### config.mk
export PLATFORM = sky130hd
export DESIGN_NAME = dp_sequencer_flat
export DESIGN_NICKNAME = d
export VERILOG_FILES = /design/src/rtl/dp_sequencer_if.sv /design/src/rtl/dp_sequencer.sv /design/src/flat_wrapper.sv
export SDC_FILE = /design/constraint.sdc
export NUM_CORES = 1
export LEC_CHECK = 0
export CAP_MARGIN = 5
export CORE_ASPECT_RATIO = 1.25
export CORE_MARGIN = 10
export CORE_UTILIZATION = 35
export CTS_BUF_LIST = sky130_fd_sc_hd__clkbuf_8
export DETAILED_ROUTE_END_ITERATION = 8
export GPL_ROUTABILITY_DRIVEN = 1
export MAX_ROUTING_LAYER = met4
export PLACE_DENSITY_LB_ADDON = 0.2
export SYNTH_ARGS = -nofsm -noshare
export SYNTH_HDL_FRONTEND = slang
export SYNTH_SLANG_ARGS = --single-unit
### constraint.sdc
create_clock -name clk -period 1.9 [get_ports clk]
set_input_delay 0.38 -clock clk [delete_from_list [all_inputs] [get_ports clk]]
set_output_delay 0.38 -clock clk [all_outputs]
set_load 0.005 [all_outputs]
### src/rtl/dp_sequencer_if.sv
// dp_sequencer_if: instruction handshake plus datapath control/result bus.
//   slave  : sequencer side (accepts instructions, drives datapath controls)
//   master : upstream/datapath side (drives instructions, returns ALU result/flags)
interface dp_sequencer_if #(
  parameter int unsigned DATA_W = 8,
  parameter int unsigned ADDR_W = 3
);
  logic              instr_valid;
  logic              instr_ready;
  logic [15:0]       instr;
  logic              dp_wen;
  logic [ADDR_W-1:0] dp_waddr;
  logic [DATA_W-1:0] dp_wdata;
  logic [ADDR_W-1:0] dp_raddr1;
  logic [ADDR_W-1:0] dp_raddr2;
  logic [2:0]        dp_alu_ctrl;
  logic [DATA_W-1:0] dp_alu_result;
  logic              dp_zero;
  logic              dp_carry;
  logic              dp_overflow;

  modport slave (
    input  instr_valid, instr, dp_alu_result, dp_zero, dp_carry, dp_overflow,
    output instr_ready, dp_wen, dp_waddr, dp_wdata, dp_raddr1, dp_raddr2, dp_alu_ctrl
  );

  modport master (
    output instr_valid, instr, dp_alu_result, dp_zero, dp_carry, dp_overflow,
    input  instr_ready, dp_wen, dp_waddr, dp_wdata, dp_raddr1, dp_raddr2, dp_alu_ctrl
  );
endinterface

### src/rtl/dp_sequencer.sv
// dp_sequencer: single-issue, non-pipelined instruction sequencer for datapath_top.
// Ports:
//   clk, rst     : clock, synchronous active-high reset
//   bus (slave)  : instruction valid/ready/instr and all datapath controls/results
//   flags_q      : sticky {overflow, carry, zero} captured at EXEC exit
//   halted       : HALT executed (cleared only by rst)
//   retired_cnt  : wrapping count of retired instructions
//   illegal_q    : sticky illegal-ALU-op trap (only with DP_SEQ_ILLEGAL_TRAP_EN)
// Optional feature macro: DP_SEQ_ILLEGAL_TRAP_EN (traps alu_op 3'b110/3'b111).
module dp_sequencer #(
  parameter int unsigned DATA_W = 8,
  parameter int unsigned ADDR_W = 3,
  parameter int unsigned CNT_W  = 8
) (
  input  logic             clk,
  input  logic             rst,
  dp_sequencer_if.slave    bus,
  output logic [2:0]       flags_q,
  output logic             halted,
  output logic [CNT_W-1:0] retired_cnt
`ifdef DP_SEQ_ILLEGAL_TRAP_EN
  ,
  output logic             illegal_q
`endif
);

  localparam logic [1:0] CLS_LDI  = 2'b00;
  localparam logic [1:0] CLS_ALU  = 2'b01;
  localparam logic [1:0] CLS_NOP  = 2'b10;

  typedef enum logic [1:0] {ST_IDLE, ST_EXEC, ST_WB, ST_HALT} state_e;

  state_e            state_q;
  logic              ready_q;
  logic              wen_q;
  logic [ADDR_W-1:0] waddr_q;
  logic [DATA_W-1:0] wdata_q;
  logic [ADDR_W-1:0] raddr1_q;
  logic [ADDR_W-1:0] raddr2_q;
  logic [2:0]        alu_ctrl_q;
  logic [ADDR_W-1:0] rd_q;
  logic              cmp_q;
  logic              halted_q;
  logic [CNT_W-1:0]  cnt_q;

  logic              accept;
  logic [1:0]        cls;
  logic              unused_bits;

  assign accept      = bus.instr_valid & ready_q;
  assign cls         = bus.instr[15:14];
  assign unused_bits = bus.instr[0];

  // Main FSM; every output is a register updated here.
  always_ff @(posedge clk) begin
    if (rst) begin
      state_q    <= ST_IDLE;
      ready_q    <= 1'b0;
      wen_q      <= 1'b0;
      waddr_q    <= '0;
      wdata_q    <= '0;
      raddr1_q   <= '0;
      raddr2_q   <= '0;
      alu_ctrl_q <= '0;
      rd_q       <= '0;
      cmp_q      <= 1'b0;
      flags_q    <= '0;
      halted_q   <= 1'b0;
      cnt_q      <= '0;
`ifdef DP_SEQ_ILLEGAL_TRAP_EN
      illegal_q  <= 1'b0;
`endif
    end else begin
      case (state_q)
        ST_IDLE: begin
          ready_q <= 1'b1;
          if (accept) begin
            case (cls)
              CLS_LDI: begin
                waddr_q <= ADDR_W'(bus.instr[10:8]);
                wdata_q <= DATA_W'(bus.instr[7:0]);
                wen_q   <= 1'b1;
                cmp_q   <= 1'b0;  // WB must count the LDI
                ready_q <= 1'b0;
                state_q <= ST_WB;
              end
              CLS_ALU: begin
`ifdef DP_SEQ_ILLEGAL_TRAP_EN
                if (bus.instr[13:12] == 2'b11) begin
                  // Trap and drop: stay ready in IDLE, nothing retires.
                  illegal_q <= 1'b1;
                end else
`endif
                begin
                  raddr1_q   <= ADDR_W'(bus.instr[7:5]);
                  raddr2_q   <= ADDR_W'(bus.instr[4:2]);
                  alu_ctrl_q <= bus.instr[13:11];
                  rd_q       <= ADDR_W'(bus.instr[10:8]);
                  cmp_q      <= bus.instr[1];
                  ready_q    <= 1'b0;
                  state_q    <= ST_EXEC;
                end
              end
              CLS_NOP: begin
                cnt_q <= cnt_q + CNT_W'(1);
              end
              default: begin
                halted_q <= 1'b1;
                cnt_q    <= cnt_q + CNT_W'(1);
                ready_q  <= 1'b0;
                state_q  <= ST_HALT;
              end
            endcase
          end
        end
        ST_EXEC: begin
          flags_q <= {bus.dp_overflow, bus.dp_carry, bus.dp_zero};
          if (cmp_q) begin
            cnt_q <= cnt_q + CNT_W'(1);  // CMP retires here; WB skips the count
          end else begin
            wdata_q <= bus.dp_alu_result;
            waddr_q <= rd_q;
            wen_q   <= 1'b1;
          end
          state_q <= ST_WB;
        end
        ST_WB: begin
          wen_q <= 1'b0;
          if (!cmp_q) begin
            cnt_q <= cnt_q + CNT_W'(1);
          end
          ready_q <= 1'b1;
          state_q <= ST_IDLE;
        end
        default: begin
          ready_q <= 1'b0;
          state_q <= ST_HALT;
        end
      endcase
    end
  end

  assign bus.instr_ready = ready_q;
  assign bus.dp_wen      = wen_q;
  assign bus.dp_waddr    = waddr_q;
  assign bus.dp_wdata    = wdata_q;
  assign bus.dp_raddr1   = raddr1_q;
  assign bus.dp_raddr2   = raddr2_q;
  assign bus.dp_alu_ctrl = alu_ctrl_q;
  assign halted          = halted_q;
  assign retired_cnt     = cnt_q;

endmodule

### src/flat_wrapper.sv
// flat-port wrapper written by rule: the top's interface ports become plain ports
module dp_sequencer_flat 
#(
  parameter int unsigned DATA_W = 8,
  parameter int unsigned ADDR_W = 3,
  parameter int unsigned CNT_W  = 8
)
  (clk, rst, flags_q, halted, retired_cnt, bus_instr_valid, bus_instr, bus_dp_alu_result, bus_dp_zero, bus_dp_carry, bus_dp_overflow, bus_instr_ready, bus_dp_wen, bus_dp_waddr, bus_dp_wdata, bus_dp_raddr1, bus_dp_raddr2, bus_dp_alu_ctrl);
  dp_sequencer_if #(.DATA_W(DATA_W), .ADDR_W(ADDR_W)) bus_i ();
  input  logic clk;
  input  logic rst;
  output logic [2:0] flags_q;
  output logic halted;
  output logic [CNT_W-1:0] retired_cnt;
  input wire logic [$bits(bus_i.instr_valid)-1:0] bus_instr_valid;
  input wire logic [$bits(bus_i.instr)-1:0] bus_instr;
  input wire logic [$bits(bus_i.dp_alu_result)-1:0] bus_dp_alu_result;
  input wire logic [$bits(bus_i.dp_zero)-1:0] bus_dp_zero;
  input wire logic [$bits(bus_i.dp_carry)-1:0] bus_dp_carry;
  input wire logic [$bits(bus_i.dp_overflow)-1:0] bus_dp_overflow;
  output wire logic [$bits(bus_i.instr_ready)-1:0] bus_instr_ready;
  output wire logic [$bits(bus_i.dp_wen)-1:0] bus_dp_wen;
  output wire logic [$bits(bus_i.dp_waddr)-1:0] bus_dp_waddr;
  output wire logic [$bits(bus_i.dp_wdata)-1:0] bus_dp_wdata;
  output wire logic [$bits(bus_i.dp_raddr1)-1:0] bus_dp_raddr1;
  output wire logic [$bits(bus_i.dp_raddr2)-1:0] bus_dp_raddr2;
  output wire logic [$bits(bus_i.dp_alu_ctrl)-1:0] bus_dp_alu_ctrl;
  assign bus_i.instr_valid = bus_instr_valid;
  assign bus_i.instr = bus_instr;
  assign bus_i.dp_alu_result = bus_dp_alu_result;
  assign bus_i.dp_zero = bus_dp_zero;
  assign bus_i.dp_carry = bus_dp_carry;
  assign bus_i.dp_overflow = bus_dp_overflow;
  assign bus_instr_ready = bus_i.instr_ready;
  assign bus_dp_wen = bus_i.dp_wen;
  assign bus_dp_waddr = bus_i.dp_waddr;
  assign bus_dp_wdata = bus_i.dp_wdata;
  assign bus_dp_raddr1 = bus_i.dp_raddr1;
  assign bus_dp_raddr2 = bus_i.dp_raddr2;
  assign bus_dp_alu_ctrl = bus_i.dp_alu_ctrl;
  dp_sequencer #(.DATA_W(DATA_W), .ADDR_W(ADDR_W), .CNT_W(CNT_W)) u_core (.clk(clk), .rst(rst), .bus(bus_i), .flags_q(flags_q), .halted(halted), .retired_cnt(retired_cnt));
endmodule
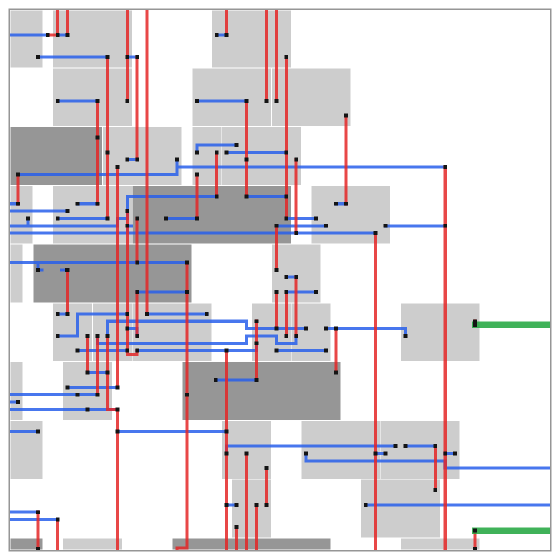
Figure 1: zoomed window.
Region (50, 62) to (75, 87) µm. Cells in grey, sequential cells in the stronger grey; small squares are vias.
- metal 3: green
- metal 2: red
- metal 1: blue
- most frequent: clkdlybuf4s50_1 (9), mux2i_1 (5), dfxtp_1 (4)
- netlist names of flops here include: u_core.bus.dp_raddr2 (2), u_core.bus.dp_wdata (2)
- cells with their middle in the window: 28
- sequential cells in the window: 4

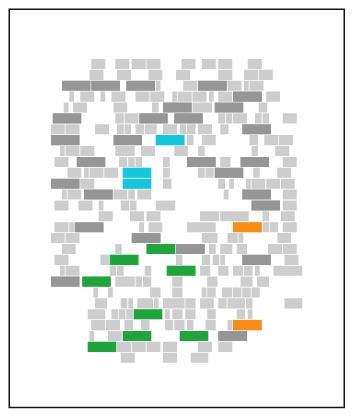
Figure 2: sequential cells grouped by signal name.
Drawn at 4 px/µm. Other sequential cells in the stronger grey, the rest of the logic in the fainter grey.
- u_core.bus.dp_waddr: cyan (sequential cells 3)
- u_core.retired_cnt: green (sequential cells 8; where south)
- u_core.state_q: orange (sequential cells 2)
power in sequential cells: 0.879 mW
fraction of area in registers: 0.309
post-layout util: 0.540

==> out/qor.yml <==
outcome:
  outcome: "complete, no violations"
sta:
  timing.final.hold_violations: 0
  report.final.slew_viol_count: 0
  fmaxAchievable_mhz: 602
placed_design:
  numPlacedInstances: 308
  detailedPlacementHpwl_um: 3330
setup_path:
  worst-path-stages: 5
  reg2regPathDepth: 4
  timing.critical_path.from: "bus_instr[14]"
  critPathSlowestCell: "sky130_fd_sc_hd__clkdlybuf4s50_1"
  reg2reg_from: "u_core.state_q[0]"
global_routing:
  grt_use_total: 0.111
  grt.met3_usage: 0.0302
cts:
  numCtsBuffers: 5
  clk_pin_slew_worst_paths_ps: 70
  clock_tree.root_cell: "sky130_fd_sc_hd__clkbuf_8"
  cts.hold.buffers_added: 0
cells_and_area:
  drive_gt1_frac: 0.0863
  antenna-diode-count: 0
  design_area_final_um2: 2590
yosys:
  synth.yosys.num_cells: 190
  simple_gate_share: 0.166
  synth.logic.top_family: "simple AND/OR/NAND/NOR gates"
  ys_async_sr_fraction: 0
routing:
  wl_met3_um: 192
  first_pass_iters: 4
power_and_ir_drop:
  power.internal_mw: 1.26
worst_hold_path:
  hold-path-endpoint: "u_core.halted"
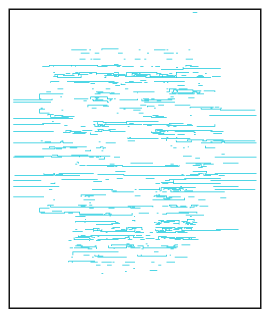
Figure 3: the metal 1 layer.
Drawn at 3 px/µm.
- longest straight run: 26.7 µm
- main direction: horizontal
- share of all routed wire: 45%
met1 Resource Use GR: 0.127
total via count after detailed routing: 1,561
DRT Wirelength: 4510 µm

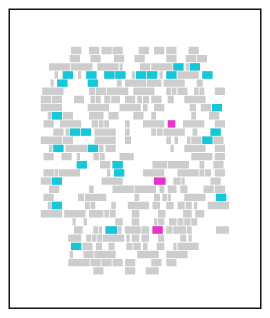
Figure 4: selected gate families.
Drawn at 3 px/µm.
- mux cells: cyan (cells 28)
- non-inverting ao/oa cells: magenta (cells 3)
Final Non-Filler Cells: 315
fraction of standard cell area in multi-input logic: 0.335
most frequently placed logic cell in the final layout: sky130_fd_sc_hd__clkdlybuf4s50_1

per-stage QoR:
stage / hold slack [ps] / setup TNS, ps
after floorplan: 461 / 0
after global placement: 456 / -3950
after detailed placement: 465 / -4350
after CTS: 474 / 0
after global routing: 503 / 0
final: 474 / 0
final cells by class:
type                       instances  area, µm²
clock inverter                     2       12.5
tap                               60       75.1
fill                             462       2210
sequential                        40        801
clock buffer                       5       68.8
timing repair buffer              74        756
multi-input combinational        131        868
inverter                           3       11.3
Yosys cell counts, types with 2 or more instances:
| master | number |
|---|---|
| sky130_fd_sc_hd__inv_1 | 3 |
| sky130_fd_sc_hd__mux2i_1 | 27 |
| sky130_fd_sc_hd__nor2_1 | 22 |
| sky130_fd_sc_hd__nor2b_1 | 3 |
| sky130_fd_sc_hd__buf_6 | 2 |
| sky130_fd_sc_hd__nand2_1 | 4 |
| sky130_fd_sc_hd__or3_1 | 14 |
| sky130_fd_sc_hd__a31oi_1 | 5 |
| sky130_fd_sc_hd__clkbuf_1 | 7 |
| sky130_fd_sc_hd__buf_2 | 4 |
| sky130_fd_sc_hd__o21ai_0 | 15 |
| sky130_fd_sc_hd__a21oi_1 | 19 |
| sky130_fd_sc_hd__buf_4 | 2 |
| sky130_fd_sc_hd__nand2b_1 | 3 |
| sky130_fd_sc_hd__or4_1 | 2 |
| sky130_fd_sc_hd__dfxtp_1 | 40 |
| sky130_fd_sc_hd__o31ai_1 | 2 |
| sky130_fd_sc_hd__nand3_1 | 2 |
power by group through the flow:
stage	Sequential (mW)	Clock (mW)	Combinational [mW]
floorplan	0.897	0	0.106
detailed placement	0.898	0	0.249
CTS	0.879	0.562	0.250
finish	0.879	0.535	0.246
global placement	0.898	0	0.246
global route	0.882	0.583	0.272
Power and IR drop assume default switching activity.
